### Routing congestion

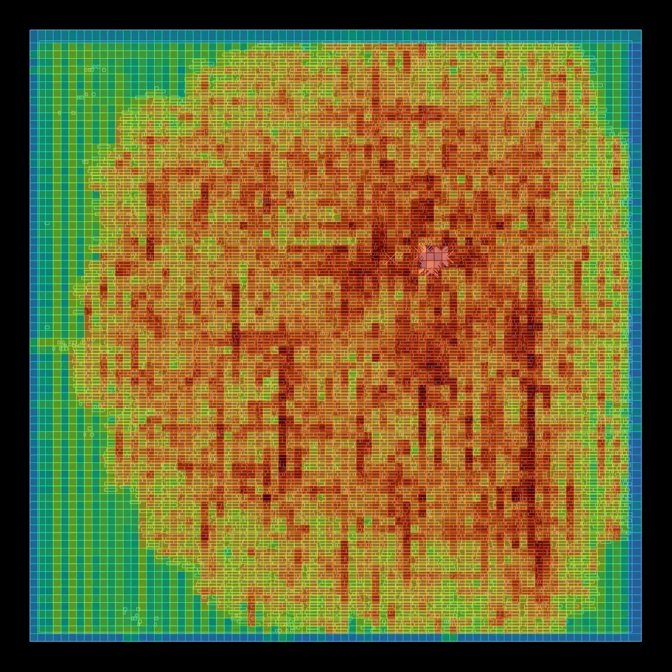
### Placement by cell class

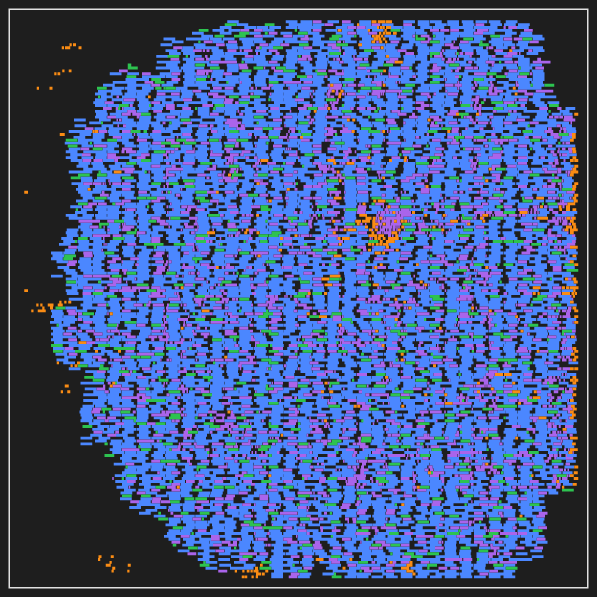
Design c2f_consumer, sky130hd; sources not shown.
==> summary.log <==
qor: outcome.outcome complete, but fails checks
qor: outcome.violations design-rule violations, max-capacitance violations, max-slew violations
qor: setup_path.critPathLaunchType flip-flop
qor: setup_path.worstPathMaxFanout 30
qor: place.dpl_worst_slack 978.6 ps
qor: setup_path.timing.reg2reg.worst_path_depth 8
qor: final_timing.setup_total_negative_slack 0 ps
qor: detailed_routing.detailroute.via_count 86.59k
qor: global_route.grt_max_degree 132
qor: detailed_routing.route.detailed.vias_per_inst 7.077
qor: global_route.number_of_global_route_vias_before_repair 84.77k
qor: setup_path.end_kind flip-flop
qor: yosys.synth_xor_xnor_area_share 0.06313%
qor: final_timing.finalClockPeriodUsage 80.01%
qor: place.dp_cells 11.41k
qor: yosys.synth.yosys.num_cells 7731
qor: final_timing.period_needed 4937 ps
qor: pwr.power.density_cell_area 318.2 nW/um^2
qor: pwr.ir_drop 0.2707 mV
qor: layout.fin_nets 8199
qor: setup_path.setup.reg_to_reg.worst_slack 1230 ps
qor: detailed_routing.route.antenna.remaining_nets 0
qor: clock_network.total_clock_buffers_created_by_cts 408
qor: setup_path.cp.arrival 5550 ps
qor: final_timing.max-slew-margin-rel -23.95%
qor: yosys.netlist_logic_family_top multiplexers
qor: global_route.all_layer_global_routing_usage 31.13%
qor: detailed_routing.drt_wl_total 464200 um
qor: floorplanning.floorplanUtilization 60.26%
qor: flow_run.openroad.warnings 43
qor: clock_network.clk_transition_reported_paths 60 ps
qor: final_timing.post-route-worst-setup-slack 1233 ps
qor: clock_network.cts_post_setup_buffers_inserted 0
qor: floorplanning.core.rowCount 193
qor: layout.largest_register_ff_count 4096
qor: clock_network.clock_sinks 4302
qor: place.place_congestion 0.9222
qor: floorplanning.dieArea 294600 um^2
qor: clock_network.clock_tree.htree_level_count 5
qor: yosys.synth-seq-area-share 77.17%
qor: layout.most-common-layout-cells sky130_fd_sc_hd__edfxtp_1 (4160), sky130_fd_sc_hd__mux4_2 (1027), sky130_fd_sc_hd__nor2_1 (580), sky130_fd_sc_hd__clkbuf_16 (413), sky130_fd_sc_hd__mux2i_1 (365)
qor: yosys.yosys_stat_area 166500 um^2
qor: hold_path.hold_path_class in -> async
qor: yosys.yosys-mux-area-fraction 16.67%
qor: global_route.grt_antenna_before_repair 66
qor: layout.layout.cells.non_filler 12.24k
qor: yosys.synth_async_sr_flop_share 3.301%
qor: floorplanning.dieHeight 542.8 um
qor: clock_network.clk_root_buffer_cell sky130_fd_sc_hd__clkbuf_16
qor: final_timing.fmaxAchievable 202.6 MHz
qor: yosys.dominant_flop_cell sky130_fd_sc_hd__edfxtp_1
qor: yosys.yosysUniqueCellTypes 65
qor: final_timing.grt_setup_unrepaired no
qor: yosys.floorplan.nets 7816
qor: detailed_routing.firstDrtPassIters 9
qor: clock_network.ctsLongestPathBuffers 4
qor: yosys.yosys.area_share.simple 2.327%
qor: layout.flow.area_growth_from_synthesis 11.80%
qor: detailed_routing.detailedRoute.firstIterationViolations 13.64k
qor: place.dp_hpwl 276800 um
qor: yosys.average_cell_area_after_synthesis 21.53 um^2
qor: clock_network.cts_tree yes
qor: layout.fraction_of_layout_instances_using_a_drive_strength_above_1 24.89%
qor: flow_run.drv_cap 4
qor: yosys.fa_ha_area_share 0.02856%
qor: clock_network.ctsHoldBuffers 0
qor: yosys.synth_cells 7731
qor: clock_network.post_cts.resized_instances 0
qor: setup_path.timing_worst_setup_path_type reg -> reg
qor: global_route.grt_first_pass_wirelength 645800 um
qor: place.port_buffers 150
qor: final_timing.tightest_slew 1812 ps
qor: floorplanning.num_io_pins 151
qor: clock_network.clk-insertion-delay-late 950 ps
qor: final_timing.slew_violations 11
qor: yosys.ys.warnings.count 0
qor: layout.fill_cells 16.51k
qor: global_route.grt-ovfl-total 0
qor: yosys.syn-cell-area 166500 um^2
qor: yosys.synth-edff-count 4160
qor: yosys.yosys.area_share.aoi 2.161%
qor: setup_path.worst_endpoint_required_time 6780 ps
qor: pwr.p_leak 58.52 nW
qor: yosys.synth-seq-cells 4302
qor: final_timing.timing.clock.skew 53.29 ps
qor: layout.final_common_cell sky130_fd_sc_hd__edfxtp_1
qor: detailed_routing.post-route-drc-count 355
qor: final_timing.final-hold-violation-count 0
qor: final_timing.report.final.setup_viol 0
qor: floorplanning.dieWidth 542.8 um
About 'Routing congestion':
global routing met1 resource utilization: 40.94%
met3 usage in global routing: 11.42%
Global Route met2 Usage: 46.08%
routed length per placed instance: 37.94 um
busiest grt layer: met2

About 'Placement by cell class':
[combinational and other logic] purple | cells: 2971 | share of their area: 20%
[sequential cells] blue | cells: 4302 | share of their area: 71%
[remaining buffers and delay cells] orange | cells: 431 | share of their area: 2.0%
[clock drivers and dummy loads] green | cells: 748 | share of their area: 7.4%
CORE AREA: 276300 um^2
register fraction of the total cell area: 69.03%
utilization after layout: 67.38%

==> stage by stage <==
stage          utilization [%]  cell area (um^2)  total power (W)  hold WS (ps)
3_5_place_dp             62.40            172400          0.03440         469.5
3_3_place_gp             62.40            172400          0.03434         460.4
2_1_floorplan                -            166500          0.03357         455.2
6_report                 67.38            186100          0.05924         363.2
5_1_grt                  67.31            186000          0.06044         431.8
4_1_cts                  67.29            185900          0.05929         355.1
==> worst max-delay path: stages, from the launching register on <==
cell	delay, ps
sky130_fd_sc_hd__dfrtp_4	970
sky130_fd_sc_hd__buf_4	470
sky130_fd_sc_hd__buf_4	430
sky130_fd_sc_hd__mux4_2	420
sky130_fd_sc_hd__mux2i_1	220
sky130_fd_sc_hd__nor2_1	90
sky130_fd_sc_hd__a2111oi_0	1460
sky130_fd_sc_hd__buf_4	320
sky130_fd_sc_hd__o31ai_1	150
==> cells in the mapped netlist, types with 8 or more instances <==
library cell / count / area share, %
sky130_fd_sc_hd__a221oi_1: 25 / 0.13
sky130_fd_sc_hd__buf_4: 59 / 0.27
sky130_fd_sc_hd__a22oi_1: 58 / 0.26
sky130_fd_sc_hd__nor2b_1: 49 / 0.18
sky130_fd_sc_hd__nor3_1: 22 / 0.066
sky130_fd_sc_hd__buf_6: 43 / 0.29
sky130_fd_sc_hd__mux2_2: 80 / 0.54
sky130_fd_sc_hd__mux4_2: 1027 / 14
sky130_fd_sc_hd__nor2_1: 587 / 1.3
sky130_fd_sc_hd__nand2_1: 219 / 0.49
sky130_fd_sc_hd__clkbuf_1: 179 / 0.40
sky130_fd_sc_hd__nand3_1: 16 / 0.048
sky130_fd_sc_hd__buf_2: 129 / 0.39
sky130_fd_sc_hd__a2111oi_0: 31 / 0.16
sky130_fd_sc_hd__o22ai_1: 71 / 0.27
sky130_fd_sc_hd__a221o_1: 20 / 0.12
sky130_fd_sc_hd__a211oi_1: 76 / 0.34
sky130_fd_sc_hd__buf_12: 8 / 0.096
sky130_fd_sc_hd__mux2i_1: 366 / 2.2
sky130_fd_sc_hd__edfxtp_1: 4160 / 75
sky130_fd_sc_hd__a21oi_1: 76 / 0.23
sky130_fd_sc_hd__o21ai_1: 20 / 0.060
sky130_fd_sc_hd__dfrtp_1: 142 / 2.1
sky130_fd_sc_hd__o221ai_1: 10 / 0.053
sky130_fd_sc_hd__buf_1: 34 / 0.077
sky130_fd_sc_hd__o21ai_0: 107 / 0.32
==> layer usage <==
layer  vias to the layer above  global-route usage [%]  wire [um]
met5                         -                  0.3733        609
met1                     44510                   40.94     155500
li1                      32990                       -          -
met3                      1383                   11.42      70320
met4                        62                   16.24      27340
met2                      7642                   46.08     210500
==> layout make-up <==
class	instances	area [um^2]	area share [%]
Clock buffer	413	10330	5.553
Sequential cell	4302	128500	69.03
Multi-Input combinational cell	2965	35590	19.12
Antenna cell	78	195.2	0.1049
Clock inverter	335	3169	1.703
Timing Repair Buffer	431	3682	1.978
Tap cell	3705	4636	2.491
Inverter	6	30.03	0.01613
==> power by group <==
| group | switching [W] | total, W | internal, W |
|---|---|---|---|
| Clock | 0.0109 | 0.0254 | 0.0145 |
| Sequential | 0.0000385 | 0.0322 | 0.0321 |
| Combinational | 0.00112 | 0.00165 | 0.000530 |
Power and IR drop assume default switching activity.
